**src/rtl/serial_sub_pkg.sv**
```systemverilog
// Shared types and helpers for the bit-serial subtractor.
package serial_sub_pkg;

    typedef enum logic [1:0] {
        IDLE = 2'b00,
        RUN  = 2'b01,
        DONE = 2'b10
    } state_t;

    // The bit counter must also hold WIDTH itself after the last increment.
    function automatic int cnt_width(input int width);
        return $clog2(width) + 1;
    endfunction

endpackage

```
**src/rtl/full_subtractor.sv**
```systemverilog
// One-bit full subtractor cell: d = x - y - bin, bout = borrow out.
module full_subtractor (
    input  logic x,
    input  logic y,
    input  logic bin,
    output logic d,
    output logic bout
);

    assign d    = x ^ y ^ bin;
    assign bout = (~x & y) | (~(x ^ y) & bin);

endmodule

```
**src/rtl/serial_subtractor.sv**
```systemverilog
// Bit-serial subtractor, LSB first, with start/busy/done handshake.
// Optional two's-complement overflow output: define SUB_OVERFLOW_EN.
module serial_subtractor
    import serial_sub_pkg::*;
#(
    parameter int WIDTH = 8
) (
    input  logic             clk,
    input  logic             rst,
    input  logic             start,
    input  logic [WIDTH-1:0] a,
    input  logic [WIDTH-1:0] b,
    output logic             busy,
    output logic             done,
    output logic [WIDTH-1:0] diff,
    output logic             borrow
`ifdef SUB_OVERFLOW_EN
    ,
    output logic             ovf
`endif
);

    localparam int CNT_W = cnt_width(WIDTH);
    localparam logic [CNT_W-1:0] LAST_BIT = CNT_W'(WIDTH - 1);

    state_t           state_q, state_d;
    logic [WIDTH-1:0] a_sh_q, a_sh_d;
    logic [WIDTH-1:0] b_sh_q, b_sh_d;
    logic [WIDTH-1:0] res_q, res_d;
    logic [WIDTH-1:0] diff_q, diff_d;
    logic [CNT_W-1:0] cnt_q, cnt_d;
    logic             bor_q, bor_d;
    logic             borrow_q, borrow_d;
`ifdef SUB_OVERFLOW_EN
    logic             a_msb_q, a_msb_d;
    logic             b_msb_q, b_msb_d;
    logic             ovf_q, ovf_d;
`endif

    logic cell_d;
    logic cell_bout;

    full_subtractor u_cell (
        .x    (a_sh_q[0]),
        .y    (b_sh_q[0]),
        .bin  (bor_q),
        .d    (cell_d),
        .bout (cell_bout)
    );

    always_comb begin
        // NOTE: every _d gets its hold value first so no path leaves it unassigned (no latches).
        state_d  = state_q;
        a_sh_d   = a_sh_q;
        b_sh_d   = b_sh_q;
        res_d    = res_q;
        diff_d   = diff_q;
        cnt_d    = cnt_q;
        bor_d    = bor_q;
        borrow_d = borrow_q;
`ifdef SUB_OVERFLOW_EN
        a_msb_d  = a_msb_q;
        b_msb_d  = b_msb_q;
        ovf_d    = ovf_q;
`endif
        case (state_q)
            IDLE, DONE: begin
                state_d = IDLE;
                if (start) begin
                    state_d = RUN;
                    a_sh_d  = a;
                    b_sh_d  = b;
                    bor_d   = 1'b0;
                    cnt_d   = '0;
`ifdef SUB_OVERFLOW_EN
                    a_msb_d = a[WIDTH-1];
                    b_msb_d = b[WIDTH-1];
`endif
                end
            end
            RUN: begin
                a_sh_d = a_sh_q >> 1;
                b_sh_d = b_sh_q >> 1;
                res_d  = {cell_d, res_q[WIDTH-1:1]};
                bor_d  = cell_bout;
                cnt_d  = cnt_q + 1'b1;
                // Results are loaded on the edge into DONE so they are visible while done is high.
                if (cnt_q == LAST_BIT) begin
                    state_d  = DONE;
                    diff_d   = {cell_d, res_q[WIDTH-1:1]};
                    borrow_d = cell_bout;
`ifdef SUB_OVERFLOW_EN
                    ovf_d    = (a_msb_q != b_msb_q) && (cell_d != a_msb_q);
`endif
                end
            end
            default: state_d = IDLE;
        endcase
    end

    always_ff @(posedge clk) begin
        // NOTE: sequential state uses non-blocking assignments only; the shift registers are
        // small and explicitly cleared, so reset covers every flop.
        if (rst) begin
            state_q  <= IDLE;
            a_sh_q   <= '0;
            b_sh_q   <= '0;
            res_q    <= '0;
            diff_q   <= '0;
            cnt_q    <= '0;
            bor_q    <= 1'b0;
            borrow_q <= 1'b0;
`ifdef SUB_OVERFLOW_EN
            a_msb_q  <= 1'b0;
            b_msb_q  <= 1'b0;
            ovf_q    <= 1'b0;
`endif
        end else begin
            state_q  <= state_d;
            a_sh_q   <= a_sh_d;
            b_sh_q   <= b_sh_d;
            res_q    <= res_d;
            diff_q   <= diff_d;
            cnt_q    <= cnt_d;
            bor_q    <= bor_d;
            borrow_q <= borrow_d;
`ifdef SUB_OVERFLOW_EN
            a_msb_q  <= a_msb_d;
            b_msb_q  <= b_msb_d;
            ovf_q    <= ovf_d;
`endif
        end
    end

    assign busy   = (state_q == RUN);
    assign done   = (state_q == DONE);
    assign diff   = diff_q;
    assign borrow = borrow_q;
`ifdef SUB_OVERFLOW_EN
    assign ovf    = ovf_q;
`endif

endmodule

```
**config.mk**
```make
export PLATFORM = sky130hd
export DESIGN_NAME = serial_subtractor
export DESIGN_NICKNAME = d
export VERILOG_FILES = /design/src/rtl/serial_sub_pkg.sv /design/src/rtl/full_subtractor.sv /design/src/rtl/serial_subtractor.sv
export SDC_FILE = /design/constraint.sdc
export NUM_CORES = 1
export LEC_CHECK = 0
export ABC_AREA = 1
export CORE_MARGIN = 1.5
export CORE_UTILIZATION = 51
export CTS_CLUSTER_SIZE = 25
export DETAILED_ROUTE_END_ITERATION = 16
export HOLD_SLACK_MARGIN = 0.03
export MAX_ROUTING_LAYER = met4
export PLACE_DENSITY = 0.77
export SLEW_MARGIN = 20
export SYNTH_ARGS = -nofsm -noshare
export SYNTH_HDL_FRONTEND = slang
export SYNTH_HIERARCHICAL = 1
export SYNTH_SLANG_ARGS = --single-unit
```
**constraint.sdc**
```tcl
create_clock -name clk -period 2.3 [get_ports clk]
set_clock_uncertainty 0.2 [all_clocks]
set_input_delay 0.345 -clock clk [delete_from_list [all_inputs] [get_ports clk]]
set_output_delay 0.345 -clock clk [all_outputs]
set_load 0.02 [all_outputs]
```
==> CHANGELOG.md <==
## Implementation

* OpenROAD warnings at 26
* Buffers excl. clock at 34
* Comb gate area at between 700 and 800 um^2
* Complex-gate fraction of the synthesized area at 8.845%
* # resized after CTS at 0
* Seq/Total Area, Yosys at 44.51%
* Number of standard cells reported by yosys at about 240
* Area fraction in full adders, half adders and majority gates at 1.854%
* Fraction of the cycle the final worst path needs at between 90% and 100%
* Commonest cells in the netlist: sky130_fd_sc_hd__nand3_1 (67), sky130_fd_sc_hd__dfxtp_1 (39), sky130_fd_sc_hd__nand2_1 (33), sky130_fd_sc_hd__nor2_1 (23), sky130_fd_sc_hd__a21oi_1 (22)
* Maximum Capacitance Violations at 0
* Max Buffers Root-to-Sink at 2
* Final worst path period need at between 2 and 2.5 ns
* Worst Path Max Fanout at 16
* Number of diodes added for antenna fixing at 0
* Highest routing layer actually used: met4
* DR pass1 iterations at 4
* Switching portion of total power at 25.03%
* Share of Yosys cell area claimed by the top area cell type at roughly 45%
* Final Hold Slack at approximately 0.27 ns
* Cell at the slowest stage of the critical path: sky130_fd_sc_hd__clkdlybuf4s50_1
* Fraction of final layout cells sized beyond drive strength 1 at 7.519%
* Leakage power figure at roughly 0.0009 uW
* DR WL met2 at between 1500 and 2000 um
* Total half-perimeter wirelength after legalization and detailed placement at roughly 2200 um
* Clock network fraction of design power at 34.4%
* Sinks on the clock net at 39
* Yosys warning count at 6
* Combinational family with the most area after synthesis: simple AND/OR/NAND/NOR gates
* Multi-input combinational area share at 36.80%
* Power per Cell Area at 654.2 nW/um^2
* Sequential Power at 731 uW
* GRT Total Usage at roughly a fifth
* Wire length of the first global-routing pass at 5740 um
* Post-route met1 wirelength at around 1700 um
* Most used flip-flop cell after synthesis: sky130_fd_sc_hd__dfxtp_1
* Switching power at between 300 and 400 uW
* Tapcell count at around 46
* Post-Syn Nets at 261
* Sequential Area at about 780 um^2
* P_clk at roughly 480 uW
* Element type at the critical path start: flop
* Longest individual stage delay on the worst path at ~0.6 ns
* WP data arrival at between 1.5 and 2 ns
* Power in combinational cells at around 180 uW
* TritonCTS Buffers at 5
* Global-route met1 utilization at between 20% and 30%
* DRC violation total after the first TritonRoute iteration at between 100 and 150
* Filler cells at ~330
* HP Class: flop to flop
* Wire length reported by the detailed router at ~3500 um
* Met3 demand-to-capacity share in global routing at 7.563%
* Max-slew violation total from the final report at 0
* Total buffers and inverters traversed by the critical path at 2
* Post-Place Worst Slack at roughly 0.4 ns
* NonClk Buf Share at around 15%
* Total of endpoints with negative setup slack in the final report at 0
* Number of setup buffers added after CTS at 0
* Portion of total power attributed to combinational logic at 13.0%
* Pwr top: sequential cells
* Utilization after layout at 64.29%
* Worst path top cell family by delay: buffers and inverters
* Post-CTS clock slew at the launch and capture registers of the worst setup and hold paths at ~0.11 ns
* RSZ-0062 raised after global routing: false
* Number of top-level design ports at 30
* Count of mapped cells out of synthesis at ~240
* Flop2flop setup slack at around 0.50 ns
* ANT nets after route at 0
* Proportion of power drawn by flip-flops and latches at between 50% and 60%
* Multi-input combinational cell count at 161
* Highest clock rate at 0.4592 GHz
* Fraction of registers with async set/reset at 0%
* EDFF count, synth at 0
* Hold violation total from the final report at 0
* Initial standard-cell utilization of the core at about 53%
* Layout Cell Area excl Fill at between 2000 and 2500 um^2
* Post-Synth Simple-Gate Area at between 30% and 40%
* Register bit count reported by yosys at 39
* Post-synthesis average cell area at between 7 and 8 um^2
* Top cell type by instance count after synthesis: sky130_fd_sc_hd__nand3_1
* Post-Place Cells at between 300 and 400
* Non-filler cells in the finished layout at ~310
* Main area contributors: sky130_fd_sc_hd__dfxtp_1 (45%), sky130_fd_sc_hd__nand3_1 (19%), sky130_fd_sc_hd__nand2_1 (7.1%), sky130_fd_sc_hd__a21oi_1 (6.3%), sky130_fd_sc_hd__nor2_1 (4.9%)
* Internal Power at 1044 uW
* Vias per Instance at 5.163
* Total power after layout at approximately 1400 uW
* Min-Delay Path Depth at 2
* Result of the run: finished, final reports clean
* Setup ws final at around 0.12 ns
* Worst reg2reg path depth at 5
* Number of global-route vias before repair at roughly 1.3k
[placed cells by master, fill, tap and decap left out, drive strengths merged]
cell / instances
fa: 1
nand2: 36
clkbuf: 6
buf: 5
bufinv: 1
nand3: 67
clkinv: 2
o21ai: 9
dfxtp: 39
inv: 23
clkdlybuf4s50: 29
ha: 1
nor2: 25
a21oi: 22
[flip-flops by register name, indices dropped and copies added (netlist names)]
register and count:
state_q 2, res_q 7, diff 8, borrow 1, cnt_q 4, b_sh_q 8, bor_q 1, a_sh_q 8
[worst paths after layout]
| path | from | endpoint |
|---|---|---|
| setup reg to reg | state_q[0] | diff[2] |
| hold reg to reg | res_q[1] | res_q[1] |
| setup / recovery | state_q[1] | done |
| hold / removal | res_q[1] | res_q[1] |
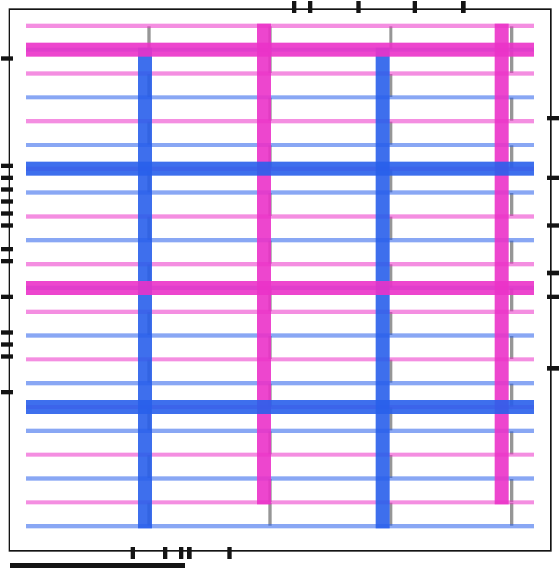
**Above:** power grid.
Bar = 20 um. Pins as bars on the die edge. Tap cells in grey.
VSS -> blue
VDD -> magenta
signal pins = 30
met4 straps = 4
rows = 21
tap cells = 46
Max VDD drop: 0.4623 mV
Die H: 61.65 um
width of the die: 61.65 um
core region area: 3311 um^2

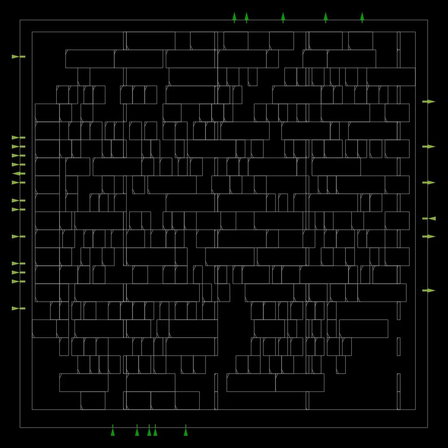
**Above:** cell outlines without signal wires.
Cell Rows: 21
registers: 39
sequential share of cell area: 36.68%

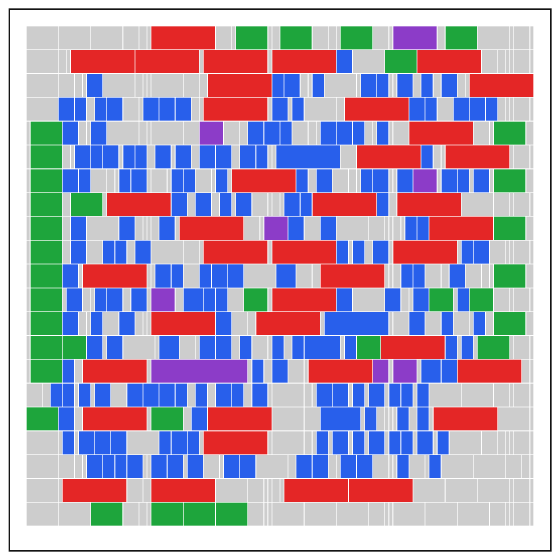
**Above:** cell classes on the final placement.
Fill, decap, tap and diode cells in grey.
all other logic -> blue  # cells 185
clock drivers and dummy loads -> purple  # cells 8
other buffers and delay cells -> green  # cells 34
flip-flops -> red  # cells 39

Power figures rest on the tool's default switching activity, not on a simulated workload.
